==> src/rtl/fb_pixel_writer.sv <==
// Frame-buffer write stage: takes raster-ordered RTU colours, writes them into the
// back half of a double-buffered RAM and swaps front/back on the next display vsync.
module fb_pixel_writer #(
  parameter int H_RES   = 160,
  parameter int V_RES   = 120,
  parameter int COLOR_W = 12,
  parameter int ADDR_W  = 15
) (
  input  logic                       clk,
  input  logic                       rst,
  input  logic                       start,
  input  logic                       rtu_valid,
  input  logic [COLOR_W-1:0]         rtu_color,
  output logic                       rtu_ready,
  input  logic                       vsync,
  output logic [$clog2(H_RES)-1:0]   pix_x,
  output logic [$clog2(V_RES)-1:0]   pix_y,
  output logic                       fb_we,
  output logic [ADDR_W:0]            fb_addr,
  output logic [COLOR_W-1:0]         fb_wdata,
  output logic                       front_buf,
  output logic                       busy,
  output logic                       frame_done
);

  localparam int XW = $clog2(H_RES);
  localparam int YW = $clog2(V_RES);

  typedef enum logic [1:0] {
    ST_IDLE      = 2'd0,
    ST_WRITE     = 2'd1,
    ST_WAIT_SWAP = 2'd2
  } state_t;

  state_t              state_q, state_d;
  logic [XW-1:0]       pix_x_q;
  logic [YW-1:0]       pix_y_q;
  logic [ADDR_W-1:0]   lin_addr_q;
  logic                fb_we_q;
  logic [ADDR_W:0]     fb_addr_q;
  logic [COLOR_W-1:0]  fb_wdata_q;
  logic                front_buf_q;
  logic                frame_done_q;

  logic accept_s, last_x_s, last_y_s, clear_s, swap_s;

  assign accept_s = rtu_valid && rtu_ready;
  assign last_x_s = (pix_x_q == XW'(H_RES - 1));
  assign last_y_s = (pix_y_q == YW'(V_RES - 1));
  assign clear_s  = (state_q == ST_IDLE) && start;
  assign swap_s   = (state_q == ST_WAIT_SWAP) && vsync;

  always_ff @(posedge clk) begin
    if (rst) begin
      state_q <= ST_IDLE;
    end else begin
      state_q <= state_d;
    end
  end

  always_comb begin
    state_d = state_q;
    case (state_q)
      ST_IDLE: begin
        if (start) state_d = ST_WRITE;
        else       state_d = ST_IDLE;
      end
      ST_WRITE: begin
        if (accept_s && last_x_s && last_y_s) state_d = ST_WAIT_SWAP;
        else                                  state_d = ST_WRITE;
      end
      // A vsync coincident with the last accept is seen here only a cycle later, so it never counts.
      ST_WAIT_SWAP: begin
        if (vsync) state_d = ST_IDLE;
        else       state_d = ST_WAIT_SWAP;
      end
      default: state_d = ST_IDLE;
    endcase
  end

  always_comb begin
    rtu_ready = 1'b0;
    busy      = 1'b0;
    case (state_q)
      ST_IDLE:      begin rtu_ready = 1'b0; busy = 1'b0; end
      ST_WRITE:     begin rtu_ready = 1'b1; busy = 1'b1; end
      ST_WAIT_SWAP: begin rtu_ready = 1'b0; busy = 1'b1; end
      default:      begin rtu_ready = 1'b0; busy = 1'b0; end
    endcase
  end

  always_ff @(posedge clk) begin
    if (rst) begin
      pix_x_q      <= '0;
      pix_y_q      <= '0;
      lin_addr_q   <= '0;
      fb_we_q      <= 1'b0;
      fb_addr_q    <= '0;
      fb_wdata_q   <= '0;
      front_buf_q  <= 1'b0;
      frame_done_q <= 1'b0;
    end else begin
      fb_we_q      <= accept_s;
      frame_done_q <= swap_s;
      if (swap_s) front_buf_q <= ~front_buf_q;
      if (accept_s) begin
        fb_addr_q  <= {~front_buf_q, lin_addr_q};
        fb_wdata_q <= rtu_color;
      end
      // Linear address runs alongside x/y so no multiply is needed.
      if (clear_s) begin
        pix_x_q    <= '0;
        pix_y_q    <= '0;
        lin_addr_q <= '0;
      end else if (accept_s) begin
        lin_addr_q <= lin_addr_q + ADDR_W'(1);
        if (last_x_s) begin
          pix_x_q <= '0;
          pix_y_q <= last_y_s ? '0 : pix_y_q + YW'(1);
        end else begin
          pix_x_q <= pix_x_q + XW'(1);
        end
      end
    end
  end

  assign pix_x      = pix_x_q;
  assign pix_y      = pix_y_q;
  assign fb_we      = fb_we_q;
  assign fb_addr    = fb_addr_q;
  assign fb_wdata   = fb_wdata_q;
  assign front_buf  = front_buf_q;
  assign frame_done = frame_done_q;

endmodule

==> config.mk <==
export PLATFORM = sky130hd
export DESIGN_NAME = fb_pixel_writer
export DESIGN_NICKNAME = d
export VERILOG_FILES = /design/src/rtl/fb_pixel_writer.sv
export SDC_FILE = /design/constraint.sdc
export NUM_CORES = 1
export LEC_CHECK = 0
export CAP_MARGIN = 20
export CORE_UTILIZATION = 48
export CTS_CLUSTER_DIAMETER = 40
export DETAILED_ROUTE_END_ITERATION = 8
export PLACE_DENSITY = 0.82
export SKIP_CTS_REPAIR_TIMING = 1
export SYNTH_ARGS = -nofsm -noshare
export SYNTH_HDL_FRONTEND = slang
export SYNTH_SLANG_ARGS = --single-unit
==> constraint.sdc <==
create_clock -name clk -period 2.29 [get_ports clk]
set_clock_uncertainty 0.2 [all_clocks]
set_input_delay 0.458 -clock clk [delete_from_list [all_inputs] [get_ports clk]]
set_output_delay 0.458 -clock clk [all_outputs]
set_load 0.02 [all_outputs]
**Run 1: register map, names as in the netlist**

The bar under the picture is 20 um long. Other sequential cells in the stronger gray, the rest of the logic in the fainter gray.
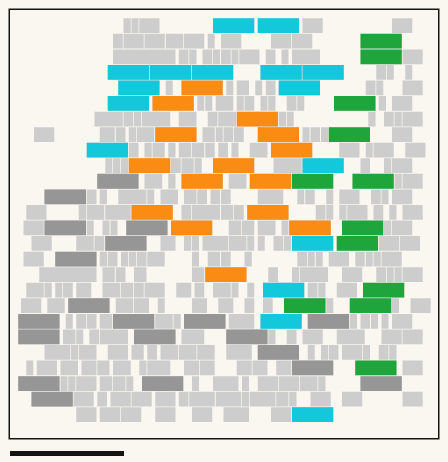
Key: fb_addr = cyan [placed flops 16]; fb_wdata = green [placed flops 12]; lin_addr_q = orange [placed flops 15]
Another 20 sequential cells are not colored.
Seq power: 1120 uW
register area: 0.00126 mm2
Seq/total area: 0.363
final cell utilization of the core: 0.680

**Run 1: a small window of the routed layout**

The bar under the picture is 5 um long. Window x 27 to 47, y 42 to 62 um. Cells in gray, sequential cells in the stronger gray; small squares are vias.
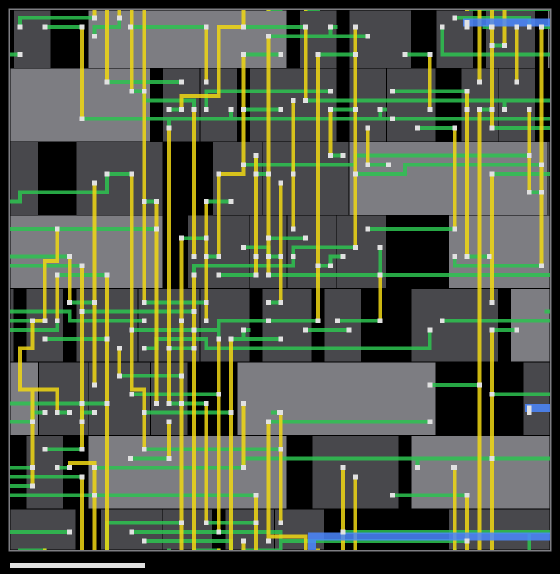
Key: metal 3 = blue; metal 2 = yellow; metal 1 = green
Most frequent: dfxtp_1 (8), nand2_1 (7). Netlist names of flops here include lin_addr_q (8). 45 logic cells have their middle in the window. Sequential cells in the window: 8.

**Run 1: routing congestion**

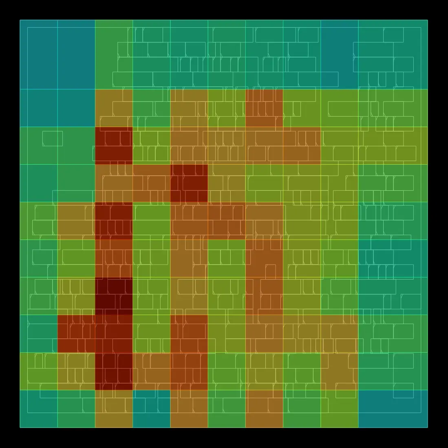
routed wire length per instance: 12.5 um
GR met2 Demand/Resource: 0.364

## run 1: cell usage after synthesis, types with 3 or more instances
cell type | instances | share of area
a21oi_1 | 35 | 0.069
buf_2 | 4 | 0.0079
clkbuf_1 | 10 | 0.015
dfxtp_1 | 63 | 0.50
ha_1 | 7 | 0.034
inv_1 | 5 | 0.0074
nand2_1 | 67 | 0.099
nand3_1 | 8 | 0.016
nand4_1 | 7 | 0.017
nor2_1 | 28 | 0.041
nor3_1 | 8 | 0.016
nor4_1 | 9 | 0.022
o21ai_0 | 4 | 0.0079
or3_1 | 3 | 0.0074
xnor2_1 | 18 | 0.062
xor2_1 | 5 | 0.017
==> impl_metrics.json, run 1 <==
{
  "track_usage": 0.212,
  "pg_clk_uw": 915,
  "met1_length_mm": 2.40,
  "status": "complete, no violations",
  "largestClassByArea": "sequential cells",
  "synthFlopType": "dfxtp_1",
  "clock-sinks": 63,
  "n_all_inverters": 5,
  "synth_adder_area_share": 0.0344,
  "area_delta_synth_final_pct": 36.4,
  "crit_start": "pix_x[4]",
  "place_ws_ps": 41.3,
  "setup_viol": 0,
  "internal_power_uw": 1680,
  "largest_reg_flops": 16,
  "drtPass1Iterations": 4,
  "cp.required_ps": 1630,
  "peakVddDrop_uv": 387,
  "p_clk_frac": 0.418,
  "critPathBufInv": 1,
  "async_flop_share": 0,
  "sh_comb_area": 0.346,
  "hold_depth": 2,
  "topCombFamilyByArea": "simple AND/OR/NAND/NOR gates",
  "cap_viol_max_count": 0,
  "row_count": 26,
  "critPathLaunchType": "flop",
  "fill_cells": 422,
  "dpl_cell_area_mm2": 0.00328,
  "ys_seq_share": 0.496,
  "comb_area_mm2": 0.00120,
  "gp_congestion": 0.870,
  "clock_latency_ps": 330
}
==> run 2, diff against run 1 <==
Settings changed: GPL_ROUTABILITY_DRIVEN set to 0.
==> run 2 against run 1 <==
Sequential cell count did not move. Setup slack unchanged. Count of clock-buffer cells in the layout stayed put. Largest cell class unchanged.
==> impl_metrics.json, run 2 <==
{
  "setup_viol": 0,
  "clk_share": 0.0544,
  "cap_viol_max_count": 0,
  "routedWlPerCell_um": 12.5,
  "ys_seq_share": 0.496,
  "core_mm2": 0.00511,
  "synth_area_leader_cell": "dfxtp_1",
  "drtPass1Iterations": 4,
  "cp.required_ps": 1630,
  "top_cells_by_count": "nand2_1, dfxtp_1, a21oi_1",
  "peakVddDrop_uv": 387,
  "ys_top_cells_by_area": "dfxtp_1, nand2_1, a21oi_1, xnor2_1, nor2_1",
  "area_delta_synth_final_pct": 36.4,
  "ys_area_mm2": 0.00254,
  "sh_comb_area": 0.346,
  "crit_start": "pix_x[4]",
  "comb_area_mm2": 0.00120,
  "dpl_cell_area_mm2": 0.00328,
  "hold_depth": 2,
  "clock_latency_ps": 330,
  "top_cell": "nand2_1",
  "fp_util": 0.498,
  "status": "complete, no violations",
  "top_area_frac": 0.496,
  "final_util": 0.680,
  "largestClassByArea": "sequential cells",
  "critPathArrivalTime_ps": 1440,
  "async_flop_share": 0,
  "flop_area_mm2": 0.00126,
  "nNonClkBuffers": 73,
  "sh_seq_area": 0.363,
  "drc": 0,
  "antennaDiodeCount": 0,
  "critPathBufInv": 1,
  "fill_cells": 422,
  "largest_reg_flops": 16,
  "place_ws_ps": 41.3,
  "pg_seq_uw": 1120,
  "critical_path.top_delay_family": "buffers and inverters",
  "synthFlopType": "dfxtp_1",
  "n_all_inverters": 5,
  "r2r_setup_slack_ps": 290,
  "row_count": 26,
  "internal_power_uw": 1680
}
[run 2: per-layer routing]
| metal | global-route usage | wire [um] | share of wire |
|---|---|---|---|
| met1 | 0.236 | 2400 | 0.44 |
| met2 | 0.364 | 2710 | 0.49 |
| met3 | 0.0509 | 301 | 0.055 |
| met4 | 0.132 | 102 | 0.018 |
| met5 | 0 | 0 | 0 |
[run 2: cell families after synthesis]
group / count (synthesis) / synth area share
simple gates: 141 / 0.264
flops: 63 / 0.496
compound gates: 43 / 0.0910
xor+xnor: 23 / 0.0792
buf+inv: 20 / 0.0320
fa+ha+maj: 7 / 0.0344
mux: 1 / 0.00393
**Run 2: gate families picked out**

The bar under the picture is 20 um long.
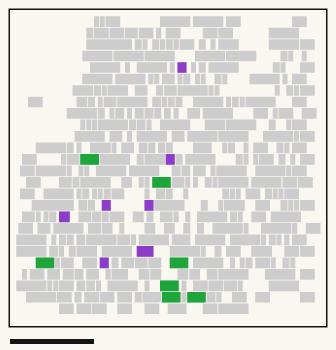
Key: adder and majority cells = green [cells 7, where bottom middle]; AND and OR gates = purple [cells 7]

**Run 2: routing congestion**

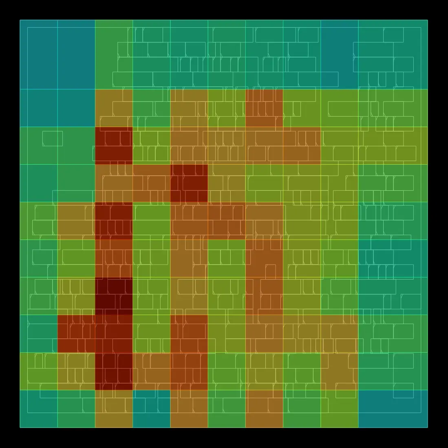
met1 Use GR: 0.236
met3 Use GR: 0.0509
GRT busiest layer: met2
Tot GR Track Use: 0.212

==> run 3, diff against run 2 <==
--- a/config.mk
+++ b/config.mk
@@ -11,4 +11,5 @@
 export DETAILED_ROUTE_END_ITERATION = 8
 export GPL_ROUTABILITY_DRIVEN = 0
+export HOLD_SLACK_MARGIN = 0.12
 export PLACE_DENSITY = 0.82
 export SKIP_CTS_REPAIR_TIMING = 1
==> constraint.sdc (replaced) <==
create_clock -name clk -period 2.29 [get_ports clk]
set_clock_uncertainty 0.2 [all_clocks]
set_input_delay 0.229 -clock clk [delete_from_list [all_inputs] [get_ports clk]]
set_output_delay 0.229 -clock clk [all_outputs]
set_load 0.02 [all_outputs]
**Run 3: gate families picked out**

The bar under the picture is 20 um long.
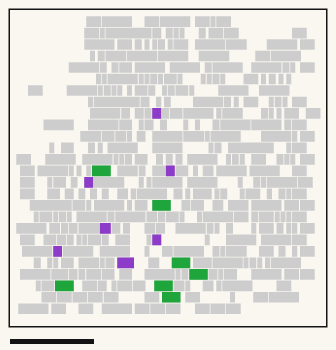
Key: adder and majority cells = green [cells 7, where bottom middle]; AND and OR gates = purple [cells 7]

==> run 3 against run 2 <==
Non-clock buffer count down 1. First-iteration DRC count down 2.3%. Sequential share of layout area down 0.45 points. Core utilization up 0.86 points. Clock power up 28%. Count of clock-buffer cells in the layout unchanged. Cell count down 0.23%. Critical path type unchanged. Sequential cell count unchanged. Setup slack worse by 15 ps. Via count down 0.67%. Sequential power about the same. Highest routed layer unchanged.
==> impl_metrics.json, run 3 <==
{
  "antennaDiodeCount": 0,
  "status": "complete, no violations",
  "grtUsageMet1": 0.238,
  "final_util": 0.688,
  "critPathLaunchType": "flop",
  "fill_cells": 419,
  "n_all_inverters": 5,
  "core_mm2": 0.00511,
  "peakVddDrop_uv": 391,
  "cp.required_ps": 1860,
  "critPathBufInv": 2,
  "r2r_setup_slack_ps": 310,
  "fp_util": 0.498,
  "drc": 0,
  "sh_seq_area": 0.359,
  "nNonClkBuffers": 72,
  "internal_power_uw": 1930,
  "highest_layer": "met4",
  "p_clk_frac": 0.478,
  "cap_viol_max_count": 0,
  "top_cells_by_count": "nand2_1, dfxtp_1, a21oi_1",
  "aoi_share": 0.0910,
  "comb_area_mm2": 0.00120
}
**Run 3: routing congestion**

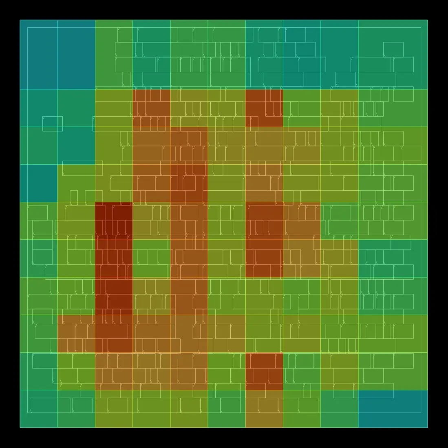
GR met2 Demand/Resource: 0.361
met3 Use GR: 0.0482
routed wire length per instance: 12.4 um

run 3: netlist changes by cell type in the layout (fill, tap and decap cells not counted), sizes merged:
cell / previous run / this run
clkdlybuf4s50: 62 / 64
clkinv: 4 / 2
buf: 9 / 8
dlymetal6s2s: 2 / 0
bufinv: 1 / 3
run 3: worst paths after layout:
path | start | to
setup / recovery | state_q[1] | rtu_ready
hold / removal | fb_addr[1] | fb_addr[1]
setup reg to reg | state_q[1] | pix_y[1]
hold reg to reg | fb_addr[1] | fb_addr[1]
run 3: through the flow:
step | area (um2) | worst slack (ps)
detailed placement | 3270 | 195
finish | 3520 | 174
CTS | 3520 | 151
floorplan | 2540 | 347
global route | 3520 | 93.1
global placement | 3270 | 275
Power figures rest on the tool's default switching activity, not on a simulated workload.
